## config.mk

```make
export PLATFORM = sky130hd
export DESIGN_NAME = bg_frame_ctrl
export DESIGN_NICKNAME = d
export VERILOG_FILES = /design/src/rtl/bg_pkg.sv /design/src/rtl/bg_seq_div.sv /design/src/rtl/bg_frame_ctrl.sv
export SDC_FILE = /design/constraint.sdc
export NUM_CORES = 1
export LEC_CHECK = 0
export CORE_UTILIZATION = 55
export CTS_CLUSTER_DIAMETER = 200
export DETAILED_ROUTE_END_ITERATION = 8
export HOLD_SLACK_MARGIN = 0.05
export PLACE_DENSITY_LB_ADDON = 0.15
export SYNTH_ARGS = -nofsm -noshare
export SYNTH_HDL_FRONTEND = slang
export SYNTH_SLANG_ARGS = --single-unit
export TNS_END_PERCENT = 100
```

## constraint.sdc

```tcl
create_clock -name Clk -period 3.09 [get_ports Clk]
set_input_delay 0.309 -clock Clk [delete_from_list [all_inputs] [get_ports Clk]]
set_output_delay 0.309 -clock Clk [all_outputs]
set_load 0.05 [all_outputs]
```

## src/rtl/bg_pkg.sv

```systemverilog
// Shared types and helpers for the background-removal frame sequencer.
package bg_pkg;

    typedef enum logic [2:0] {
        ST_IDLE      = 3'd0,
        ST_SUM_START = 3'd1,
        ST_SUM_WAIT  = 3'd2,
        ST_ACC       = 3'd3,
        ST_DIV       = 3'd4,
        ST_BG_START  = 3'd5,
        ST_BG_WAIT   = 3'd6,
        ST_DONE      = 3'd7
    } bg_state_t;

    localparam logic [7:0] EXP_MAX = 8'd255;

    // Ceiling log2; 0 and 1 both map to 0 so a single PE adds no total width.
    function automatic int clog2(input int n);
        int r;
        r = 0;
        for (int i = 0; i < 31; i++) begin
            if ((32'sd1 << i) < n) begin
                r = i + 1;
            end
        end
        return r;
    endfunction

endpackage

```

## src/rtl/bg_seq_div.sv

```systemverilog
// Restoring divider by an elaboration-time constant, one quotient bit per cycle, MSB first.
module seq_div
    import bg_pkg::*;
#(
    parameter int N_W = 32,
    parameter int DIV = 4
) (
    input  logic           clk,
    input  logic           reset,
    input  logic           start,
    input  logic [N_W-1:0] dividend,
    output logic [N_W-1:0] quot,
    output logic           done
);

    localparam int             CNT_W = clog2(N_W + 1);
    localparam logic [N_W:0]   DIV_C = (N_W + 1)'(DIV);

    logic [N_W-1:0]   rem_r;
    logic [N_W-1:0]   dvd_r;
    logic [N_W-1:0]   quot_r;
    logic [CNT_W-1:0] cnt_r;

    logic [N_W:0]     trial_s;
    logic             fits_s;
    logic [N_W-1:0]   rem_nxt_s;
    logic [N_W-1:0]   quot_nxt_s;

    // Trial subtraction for the current step
    always_comb begin
        trial_s = {rem_r, dvd_r[N_W-1]};
        fits_s  = (trial_s >= DIV_C);
        if (fits_s) begin
            rem_nxt_s = N_W'(trial_s - DIV_C);
        end else begin
            rem_nxt_s = trial_s[N_W-1:0];
        end
        quot_nxt_s = {quot_r[N_W-2:0], fits_s};
    end

    // Loading the dividend doubles as the channel-total register
    always_ff @(posedge clk) begin
        if (reset) begin
            rem_r  <= '0;
            dvd_r  <= '0;
            quot_r <= '0;
            cnt_r  <= '0;
        end else if (start) begin
            rem_r  <= '0;
            dvd_r  <= dividend;
            quot_r <= '0;
            cnt_r  <= CNT_W'(N_W);
        end else if (cnt_r != '0) begin
            rem_r  <= rem_nxt_s;
            dvd_r  <= {dvd_r[N_W-2:0], 1'b0};
            quot_r <= quot_nxt_s;
            cnt_r  <= cnt_r - CNT_W'(1);
        end
    end

    // The final quotient is presented during the last step so the caller captures it on that edge.
    assign quot = quot_nxt_s;
    assign done = (cnt_r == CNT_W'(1));

endmodule

```

## src/rtl/bg_frame_ctrl.sv

```systemverilog
// Frame sequencer: launches PE summing, averages the per-PE channel sums and launches background removal.
module bg_frame_ctrl
    import bg_pkg::*;
#(
    parameter int NUM_PIXELS = 4,
    parameter int NUM_PROCS  = 1,
    parameter int SUM_W      = 32
) (
    input  logic                       Clk,
    input  logic                       Reset,
    input  logic                       Go,
    input  logic [NUM_PROCS-1:0]       Qsd,
    input  logic [NUM_PROCS-1:0]       Qbgd,
    input  logic [NUM_PROCS*SUM_W-1:0] red_sum,
    input  logic [NUM_PROCS*SUM_W-1:0] green_sum,
    input  logic [NUM_PROCS*SUM_W-1:0] blue_sum,
    output logic                       Start_Sum,
    output logic                       Start_BgRemoval,
    output logic                       Ack,
    output logic [7:0]                 red_exp,
    output logic [7:0]                 green_exp,
    output logic [7:0]                 blue_exp,
    output logic                       Busy,
    output logic                       Done
);

    localparam int TOT_W = SUM_W + clog2(NUM_PROCS);
    localparam int D     = NUM_PROCS * NUM_PIXELS;

    bg_state_t        state_r;
    bg_state_t        next_s;

    logic [TOT_W-1:0] red_tot_s,   green_tot_s,   blue_tot_s;
    logic [TOT_W-1:0] red_q_s,     green_q_s,     blue_q_s;
    logic             red_done_s,  green_done_s,  blue_done_s;
    logic             div_start_s;
    logic             div_done_s;

    logic             start_sum_r;
    logic             start_bg_r;
    logic             ack_r;
    logic             busy_r;
    logic             done_r;
    logic [7:0]       red_exp_r, green_exp_r, blue_exp_r;

    function automatic logic [7:0] sat_exp(input logic [TOT_W-1:0] q);
        if (q > TOT_W'(EXP_MAX)) begin
            return EXP_MAX;
        end else begin
            return q[7:0];
        end
    endfunction

    // Reduce the per-PE slices into one total per channel
    always_comb begin
        red_tot_s   = '0;
        green_tot_s = '0;
        blue_tot_s  = '0;
        for (int k = 0; k < NUM_PROCS; k++) begin
            red_tot_s   = red_tot_s   + TOT_W'(red_sum[k*SUM_W +: SUM_W]);
            green_tot_s = green_tot_s + TOT_W'(green_sum[k*SUM_W +: SUM_W]);
            blue_tot_s  = blue_tot_s  + TOT_W'(blue_sum[k*SUM_W +: SUM_W]);
        end
    end

    assign div_start_s = (state_r == ST_ACC);
    assign div_done_s  = red_done_s & green_done_s & blue_done_s;

    seq_div #(.N_W(TOT_W), .DIV(D)) u_div_red (
        .clk(Clk), .reset(Reset), .start(div_start_s), .dividend(red_tot_s),
        .quot(red_q_s), .done(red_done_s)
    );

    seq_div #(.N_W(TOT_W), .DIV(D)) u_div_green (
        .clk(Clk), .reset(Reset), .start(div_start_s), .dividend(green_tot_s),
        .quot(green_q_s), .done(green_done_s)
    );

    seq_div #(.N_W(TOT_W), .DIV(D)) u_div_blue (
        .clk(Clk), .reset(Reset), .start(div_start_s), .dividend(blue_tot_s),
        .quot(blue_q_s), .done(blue_done_s)
    );

    // State register
    always_ff @(posedge Clk) begin
        if (Reset) begin
            state_r <= ST_IDLE;
        end else begin
            state_r <= next_s;
        end
    end

    // Next-state logic; done flags only matter inside their own wait state
    always_comb begin
        next_s = state_r;
        case (state_r)
            ST_IDLE:      next_s = Go ? ST_SUM_START : ST_IDLE;
            ST_SUM_START: next_s = ST_SUM_WAIT;
            ST_SUM_WAIT:  next_s = (&Qsd) ? ST_ACC : ST_SUM_WAIT;
            ST_ACC:       next_s = ST_DIV;
            ST_DIV:       next_s = div_done_s ? ST_BG_START : ST_DIV;
            ST_BG_START:  next_s = ST_BG_WAIT;
            ST_BG_WAIT:   next_s = (&Qbgd) ? ST_DONE : ST_BG_WAIT;
            ST_DONE:      next_s = ST_IDLE;
            default:      next_s = ST_IDLE;
        endcase
    end

    // Outputs are decoded from the next state so they line up with the state they describe
    always_ff @(posedge Clk) begin
        if (Reset) begin
            start_sum_r <= 1'b0;
            start_bg_r  <= 1'b0;
            ack_r       <= 1'b0;
            busy_r      <= 1'b0;
            done_r      <= 1'b0;
            red_exp_r   <= 8'd0;
            green_exp_r <= 8'd0;
            blue_exp_r  <= 8'd0;
        end else begin
            start_sum_r <= (next_s == ST_SUM_START);
            start_bg_r  <= (next_s == ST_BG_START);
            ack_r       <= (next_s != ST_IDLE) && (next_s != ST_SUM_START);
            busy_r      <= (next_s != ST_IDLE);
            done_r      <= (next_s == ST_DONE);
            if ((state_r == ST_DIV) && div_done_s) begin
                red_exp_r   <= sat_exp(red_q_s);
                green_exp_r <= sat_exp(green_q_s);
                blue_exp_r  <= sat_exp(blue_q_s);
            end
        end
    end

    assign Start_Sum       = start_sum_r;
    assign Start_BgRemoval = start_bg_r;
    assign Ack             = ack_r;
    assign Busy            = busy_r;
    assign Done            = done_r;
    assign red_exp         = red_exp_r;
    assign green_exp       = green_exp_r;
    assign blue_exp        = blue_exp_r;

endmodule

```

==> results.py <==
# Flow results
metrics = {
    "critical_path": {
        "r2r_slack_ps": 330,
        "crit_start": "u_div_green.rem_r[3]",
        "crit_end": "u_div_green.rem_r[8]",
        "reg2reg_to": "u_div_green.rem_r[8]",
        "required_ps": 3440,
        "reg2reg_from": "u_div_green.rem_r[3]",
        "critPathCaptureType": "flop",
        "cp_max_fo": 16,
        "startpoint_type": "flop",
        "ff2ff_path_depth": 7,
    },
    "floorplan": {
        "pin_count": 130,
        "fp-utilization": 0.560,
        "die-area_sq_um": 27100,
        "fp-row-count": 59,
    },
    "placement": {
        "place_congestion": 0.824,
        "dp_hpwl_microns": 20400,
    },
    "cts": {
        "clkLatencyLatePin_ps": 520,
        "clkTransAtPathRegs_ps": 60,
        "cts_tree": "done",
        "postCtsSetupBuffers": 0,
        "cts-resized-gates": 0,
        "clk_path_buf_depth": 3,
        "htreeDepth": 2,
    },
    "final_timing": {
        "postLayoutSetupSlackWorst_ps": 325,
        "fin_worst_skew_ps": 19.5,
        "max_freq_mhz": 362,
        "slew_headroom": 0.462,
        "tightest_slew_ps": 807,
        "finalSetupViolations": 0,
        "finalMaxSlewViolations": 0,
        "period_used_share": 0.895,
        "final.setup.tns_ps": 0,
    },
    "layout": {
        "area_growth_pct": 19.6,
        "flop_area_sq_um": 6710,
        "finish.instance_area_sq_um": 17400,
        "final_cell_mix": "407 x nand2_1, 335 x dfxtp_1, 210 x a21oi_1, 188 x nor2_1, 128 x clkdlybuf4s50_1",
        "logic_area_sq_um": 7320,
        "drive_above_1_share": 0.0633,
        "lay_top_count": "nand2_1",
        "utilization": 0.670,
    },
    "grt": {
        "grt_pass1_vias": 11500,
        "antenna_found_initial": 0,
        "overflow": 0,
        "grt_max_degree": 130,
        "grt_pass1_wl_microns": 53900,
    },
    "route": {
        "totalWireLength_microns": 33000,
        "drt-wirelength-per-cell_microns": 14.6,
        "postRouteAntennaNets": 0,
    },
    "synth": {
        "avgSynthCellArea_sq_um": 7.89,
        "synthesis.area_sq_um": 14600,
        "syn_inst": 1844,
        "ys_cells": 1844,
        "synth_chip_area_sq_um": 14600,
        "ys_async_sr_fraction": 0,
        "ys_seq_share": 0.461,
        "ys.flop_type": "dfxtp_1",
        "ys_ff": 335,
        "edf_count": 0,
        "fp_nets": 1957,
    },
    "power": {
        "p_total_w": 0.0168,
        "peakVddDrop_mv": 0.679,
        "power_leakage_nw": 5.86,
        "sw_frac_of_total": 0.391,
        "p_switching_w": 0.00659,
    },
    "hold_path": {
        "hp-start": "Reset",
        "hp-class": "input pin to flop",
        "whs_endpoint": "Ack",
    },
    "outcome": {
        "status": "completed",
    },
    "run": {
        "warnings": 34,
    },
}
-- logic make-up (layout without fill, tap and decap cells) --
logic type,count (synthesis),in the layout,share of synthesized area
AOI/OAI and AO/OA,442,442,0.189
adders and majority gates,12,12,0.0103
buffers and inverters,157,241,0.0415
and+or+nand+nor,816,816,0.249
xor gates and xnor gates,82,82,0.0493
DFF,335,335,0.461
-- critical path: stages (launching register included) --
cell and delay (ps):
dfxtp_1 390, or4_1 610, nor4_1 530, and4_1 420, buf_4 270, and2_1 200
or3_1 120, a31oi_1 70
-- power by group through the flow --
stage,logic (W),clock network [W],registers (W)
after floorplan,0.00487,0,0.00580
after global routing,0.00714,0.00485,0.00599
after detailed placement,0.00630,0,0.00594
after global placement,0.00621,0,0.00591
final,0.00637,0.00459,0.00588
after CTS,0.00637,0.00468,0.00586
-- cell usage after synthesis (7+ instances only) --
master	number	area share
nand2_1	410	0.11
dfxtp_1	335	0.46
a21oi_1	210	0.072
nor2_1	189	0.049
clkbuf_1	130	0.034
a311oi_1	93	0.056
o21ai_0	87	0.030
xnor2_1	79	0.048
nor3_1	61	0.021
nor4_1	41	0.018
or3_1	22	0.0095
or4_1	21	0.011
a211oi_1	19	0.0098
nand3_1	18	0.0062
inv_1	17	0.0044
ha_1	12	0.010
a2111oi_2	7	0.0072
-- per-layer routing --
| layer | share of wire | global-route usage |
|---|---|---|
| met5 | 0 | 0 |
| met1 | 0.49 | 0.331 |
| met4 | 0.019 | 0.0642 |
| met2 | 0.44 | 0.371 |
| met3 | 0.055 | 0.0394 |
-- layout make-up --
class / instances / share of cell area
clock buffer: 50 / 0.0619
clock inverter: 15 / 0.0122
inverter: 17 / 0.00366
multi-input combinational: 1352 / 0.420
sequential: 335 / 0.385
tap: 335 / 0.0241
timing repair buffer: 159 / 0.0927
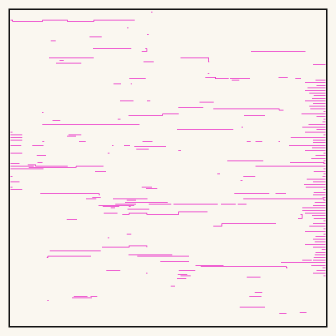
(images/m3.png)
longest straight run: 50.4 microns
share of all routed wire: 5.5%
main direction: horizontal
wire length on this layer: 1,830 microns
nets with wire on the layer: 161

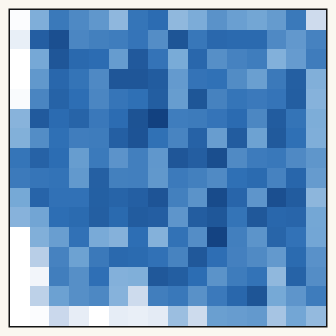
(images/util_map.png)
The die is cut into 16 by 16 equal tiles; white is low, dark blue is high, 0 to 100% covered.
fullest tile: 93%
mean over tiles: 63%
emptiest ninth of the die: south-west

Power figures rest on the tool's default switching activity, not on a simulated workload.
